### src/rtl/fir_tap_line.sv
// fir_tap_line: serial sample feeder for a combinational FIR mac stage.
// Shifts accepted samples into a NUM_REGS-deep tap line, keeps a
// double-buffered coefficient bank and pulses tapsValid on every cycle
// in which the taps and active coefficients form a complete window.
module fir_tap_line #(
  parameter int DATA_WIDTH = 16,
  parameter int NUM_REGS   = 8
) (
  input  logic                                  clk,
  input  logic                                  rst,
  input  logic signed [DATA_WIDTH-1:0]          sampleIn,
  input  logic                                  sampleValid,
  output logic                                  sampleReady,
  input  logic                                  flush,
  input  logic                                  coefWrEn,
  input  logic [$clog2(NUM_REGS)-1:0]           coefAddr,
  input  logic signed [DATA_WIDTH-1:0]          coefWrData,
  input  logic                                  coefCommit,
  output logic [NUM_REGS-1:0][DATA_WIDTH-1:0]   pDataOut,
  output logic [NUM_REGS-1:0][DATA_WIDTH-1:0]   coefsOut,
  output logic                                  tapsValid,
  output logic [$clog2(NUM_REGS+1)-1:0]         fillCount
);

  localparam int CW = $clog2(NUM_REGS + 1);
  localparam logic [CW-1:0] FULL = CW'(NUM_REGS);

  typedef enum logic [1:0] {
    S_FILL  = 2'd0,
    S_RUN   = 2'd1,
    S_FLUSH = 2'd2
  } state_t;

  state_t                                state_q, state_d;
  logic [NUM_REGS-1:0][DATA_WIDTH-1:0]   taps_q, taps_d;
  logic [NUM_REGS-1:0][DATA_WIDTH-1:0]   shadow_q, shadow_d;
  logic [NUM_REGS-1:0][DATA_WIDTH-1:0]   coef_q, coef_d;
  logic [CW-1:0]                         fill_q, fill_d;
  logic                                  taps_valid_q, taps_valid_d;
  logic                                  accept;

  // Handshake: no accepts during reset, the flush cycle, or a flush request.
  assign sampleReady = !rst && (state_q != S_FLUSH) && !flush;
  assign accept      = sampleValid && sampleReady;

  // Next state for the tap line, fill counter, FSM and coefficient banks.
  always_comb begin
    state_d      = state_q;
    taps_d       = taps_q;
    fill_d       = fill_q;
    taps_valid_d = 1'b0;
    shadow_d     = shadow_q;
    coef_d       = coef_q;

    case (state_q)
      S_FLUSH: begin
        state_d = S_FILL;
      end
      default: begin
        if (flush) begin
          // Flush wins over a same-cycle sample; coefficients stay as they are.
          taps_d  = '0;
          fill_d  = '0;
          state_d = S_FLUSH;
        end else if (accept) begin
          taps_d = {taps_q[NUM_REGS-2:0], sampleIn};
          if (fill_q != FULL) begin
            fill_d = fill_q + CW'(1);
          end
          if (fill_d == FULL) begin
            state_d      = S_RUN;
            taps_valid_d = 1'b1;
          end
        end
      end
    endcase

    // Shadow write happens first so a same-cycle commit picks up the new word.
    if (coefWrEn && (int'(coefAddr) < NUM_REGS)) begin
      shadow_d[coefAddr] = coefWrData;
    end
    if (coefCommit) begin
      coef_d = shadow_d;
    end
  end

  // State registers; reset clears taps, both coefficient banks and control.
  always_ff @(posedge clk) begin
    if (rst) begin
      state_q      <= S_FILL;
      taps_q       <= '0;
      shadow_q     <= '0;
      coef_q       <= '0;
      fill_q       <= '0;
      taps_valid_q <= 1'b0;
    end else begin
      state_q      <= state_d;
      taps_q       <= taps_d;
      shadow_q     <= shadow_d;
      coef_q       <= coef_d;
      fill_q       <= fill_d;
      taps_valid_q <= taps_valid_d;
    end
  end

  assign pDataOut  = taps_q;
  assign coefsOut  = coef_q;
  assign tapsValid = taps_valid_q;
  assign fillCount = fill_q;

endmodule
### config.mk
export PLATFORM = sky130hd
export DESIGN_NAME = fir_tap_line
export DESIGN_NICKNAME = d
export VERILOG_FILES = /design/src/rtl/fir_tap_line.sv
export SDC_FILE = /design/constraint.sdc
export NUM_CORES = 1
export LEC_CHECK = 0
export CORE_MARGIN = 3
export CORE_UTILIZATION = 45
export CTS_CLUSTER_DIAMETER = 120
export DETAILED_ROUTE_END_ITERATION = 6
export GPL_TIMING_DRIVEN = 0
export PLACE_DENSITY = 0.74
export SYNTH_ARGS = -nofsm -noshare
export SYNTH_HDL_FRONTEND = slang
export SYNTH_SLANG_ARGS = --single-unit
### constraint.sdc
create_clock -name clk -period 1.6 [get_ports clk]
set_input_delay 0.32 -clock clk [delete_from_list [all_inputs] [get_ports clk]]
set_output_delay 0.32 -clock clk [all_outputs]
set_load 0.03 [all_outputs]
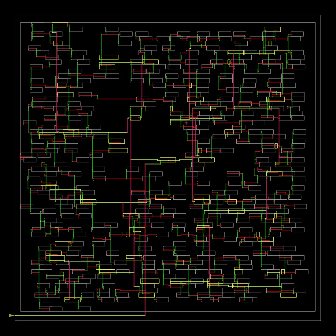
(images/final_clocks.png)
number of buffers created by CTS: 40
clkbuf count: 61
Clock Power: 9.58 mW

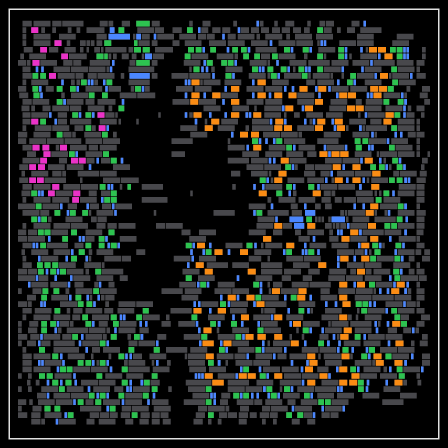
(images/gate_families.png)
[blue] NOR gates | cells: 373 | where: spread over the die
[orange] multiplexers | cells: 128
[green] inverting AOI/OAI gates | cells: 243 | where: spread over the die
[magenta] AND-OR and OR-AND gates | cells: 24

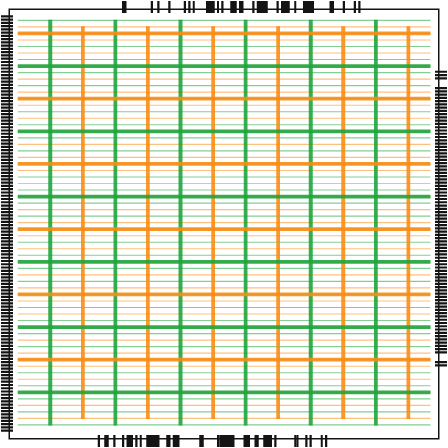
(images/pdn.png)
Pins as bars on the die edge.
[orange] VDD
[green] VSS
met4 straps: 12
rows: 62
signal pins: 303
met5 straps: 12
met1 rails: 63

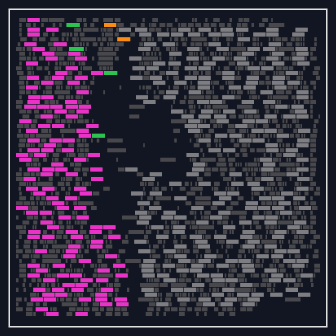
(images/registers.png)
[green] fillCount | flops: 4 | where: upper left
[magenta] pDataOut | flops: 128 | where: a column on the left
[orange] state_q | flops: 2
not coloured: 257

==> flow_summary.toml <==
# yosys + openroad results
[run_status]
outcome = "finished, violations left"
violations = "negative setup slack"

[critical_path]
startpoint_type = "flip-flop"
cp.depth = 4
critical_path_required_ps = 1280
critPathMostFrequentCell = "nand2b_4"
r2r-start = "fillCount[0]"
crit_path_end_kind = "primary output"
cp_slowest_stage_delay_ps = 330
critPathBufInv = 1
crit_chain = "nand2b_4 > nand2b_4 > nor2_2 > buf_6"
r2r-end = "state_q[1]"
reg2reg_depth = 6
critical_path_arrival_ps = 1340
critPathSlowestCell = "dfxtp_2"
crit_type = "flip-flop to primary output"
crit_family = "simple AND/OR/NAND/NOR gates"
worstPathMaxFanout = 4
regToRegSetupSlack_ps = 60

[detailed_routing]
via_per_inst = 5.38
wirelength_um = 40900
wl_per_cell_um = 19.9
drcViolationCount = 0
drt-pass1-iter-count = 5
vias = 11093
drt_iter0_markers = 675
drtAntennaViolNets = 0

[cts]
tritoncts = "built"
clock_latency_ps = 530
clk_pin_slew_ps = 60
clock_sinks = 391
holdBufCountCts = 0
cts_root_buf = "clkbuf_16"
h-tree-depth = 2
cts_buffer_depth = 3

[timing]
holdWs_ps = 240
slew_headroom_pct = 51.6
worst_slack_ps = -56.7
slew_viol_final = 0
tightest_slew_ps = 726
hold_violations = 0
fin_crit_sh_pct = 104
fmaxAchievable_mhz = 604
rsz0062_at_grt = "yes"
min_period_ps = 1660
fin_skew_ps = 18.2
setup_viol = 1

[die]
die_h_um = 178
die-area_um2 = 31800
core.rowCount = 62
fp-utilization_pct = 46.1
die_width_um = 178
coreArea_um2 = 29000
ios = 303

[run]
log.warning_count = 29
maxCapViolCount = 0

[synthesis]
ys_area_um2 = 13400
synthArstFlopShare_pct = 0
synth_top_flop_cell = "dfxtp_1"
floorplan.nets = 1355
syn_area_um2 = 13400
enable_flop_cells = 0
ys_seq_share_pct = 58.5
syn_inst = 1312
yosys_warnings = 0
avgSynthCellArea_um2 = 10.2
yosysUniqueCellTypes = 34

[power_and_ir_drop]
p_int_mw = 16.5
p_comb_share_pct = 8.9
ir_drop_v = 0.000769
power_density_nw_per_um2 = 1200
clock_power_share_pct = 44.3
power_leakage_nw = 7.30
p_seq_share_pct = 46.9
switching_share_pct = 23.9
netSwitchingPower_mw = 5.18

[worst_hold_path]
min_path_type = "primary input to flip-flop"
whs_endpoint = "shadow_q[6]"
hold_depth = 3
worstHoldStart = "coefWrData[6]"

[cells_and_area]
post-route-cell-area_um2 = 18000
layout-drive-gt1-share_pct = 20.9
final_nets = 1688
area_delta_synth_final_pct = 34.9
insertedDiodeCount = 0

[placed_design]
portBuffers = 282
place.gp.congestion = 0.850
placed_area_um2 = 16700
dpl.hpwl_um = 28900

[grt]
grt-ovfl-total = 0
grt_max_degree = 14
grt_pass1_vias = 10835
grt_usage_pct = 25.0
grt_pass1_wl_um = 62100
antenna_found_initial = 2
==> layout make-up <==
cell class	instances	area [µm²]
tap	384	480
clock buffer	61	1200
fill	2444	11000
inverter	4	15.0
clock inverter	12	171
timing repair buffer	291	2630
sequential	391	7840
buffer	127	684
multi-input combinational	790	5020
==> worst min-delay path, stage by stage <==
cell     delay (ps)
buf_4           200
mux2i_1         120
nor2_1           80
==> cell families after synthesis <==
| group | synth area share, % |
|---|---|
| and+or+nand+nor | 11.9 |
| DFF | 58.5 |
| AOI/OAI and AO/OA | 15.1 |
| buffers and inverters | 4.58 |
| muxes | 9.58 |
| adders and majority gates | 0.187 |
| xor gates and xnor gates | 0.0655 |
==> synth_stat cells (2+ instances only) <==
cell type	n	share of area, %
a211oi_1	129	7.2
a21oi_1	5	0.19
a22o_1	24	1.6
a22oi_1	105	5.9
buf_2	22	0.82
buf_4	15	0.84
buf_6	2	0.17
buf_8	2	0.22
clkbuf_1	85	2.4
dfxtp_1	391	59
ha_1	2	0.19
inv_1	4	0.11
mux2i_1	128	9.6
nand2_1	4	0.11
nand2b_1	3	0.14
nand3_1	3	0.11
nand4b_1	3	0.20
nor2_1	365	10
nor2b_1	2	0.094
nor3_4	2	0.24
nor3b_2	2	0.19
o2bb2ai_1	2	0.13
==> per-layer routing <==
layer | vias up | routed length, µm | global-route usage, %
li1 | 5252 | - | -
met1 | 5294 | 16900 | 31.5
met2 | 447 | 18700 | 40.0
met3 | 96 | 3850 | 7.64
met4 | 4 | 1430 | 10.2
met5 | - | 23 | 0
==> through the flow <==
step / power (mW) / setup TNS [ps] / utilization, % / setup WS [ps] / std cells
final: 21.6 / -56.7 / 62.2 / -56.7 / 2060
after global routing: 22.3 / -147 / 62.2 / -111 / 2060
after CTS: 21.8 / -164 / 62.7 / -160 / 2057
after detailed placement: 12.3 / -240890 / 57.5 / -824 / 1978
after global placement: 12.3 / -226320 / 57.5 / -812 / 1978
after floorplan: 11.5 / 0 / - / 14.5 / 1312
==> what timing repair did <==
action | 4_1_cts | 5_1_grt
buffers inserted | 6 | 3
gates resized | 699 | 173
pin swaps | 2 | 6
gates cloned | 0 | 0
setup endpoints to repair | 543 | 232
==> how the worst max path moves through the flow <==
stage / start / to
floorplan: fillCount[1] / state_q[1]
detailed placement: flush / pDataOut[13]
global route: state_q[0] / sampleReady
finish: state_q[0] / sampleReady
global placement: sampleValid / pDataOut[113]
CTS: state_q[0] / sampleReady
==> power by group through the flow <==
stage | Combinational, mW | Clock, mW | Sequential [mW]
finish | 1.92 | 9.58 | 10.1
global route | 2.06 | 10.1 | 10.2
CTS | 1.90 | 9.76 | 10.1
detailed placement | 1.96 | 0 | 10.4
global placement | 1.93 | 0 | 10.3
floorplan | 0.808 | 0 | 10.7
==> cells in the final DEF, fill, tap and decap left out, drive strengths merged, types with 5 or more instances in the layout <==
cell,n
a22o,24
clkbuf,189
a21oi,5
a22oi,105
nor2,365
clkdlybuf4s18,5
clkdlybuf4s50,18
dlygate4sd2,7
clkdlybuf4s15,170
a211oi,129
mux2i,128
clkinv,8
buf,90
dfxtp,391
No activity file was given, so power comes from the tool's default toggle rates.
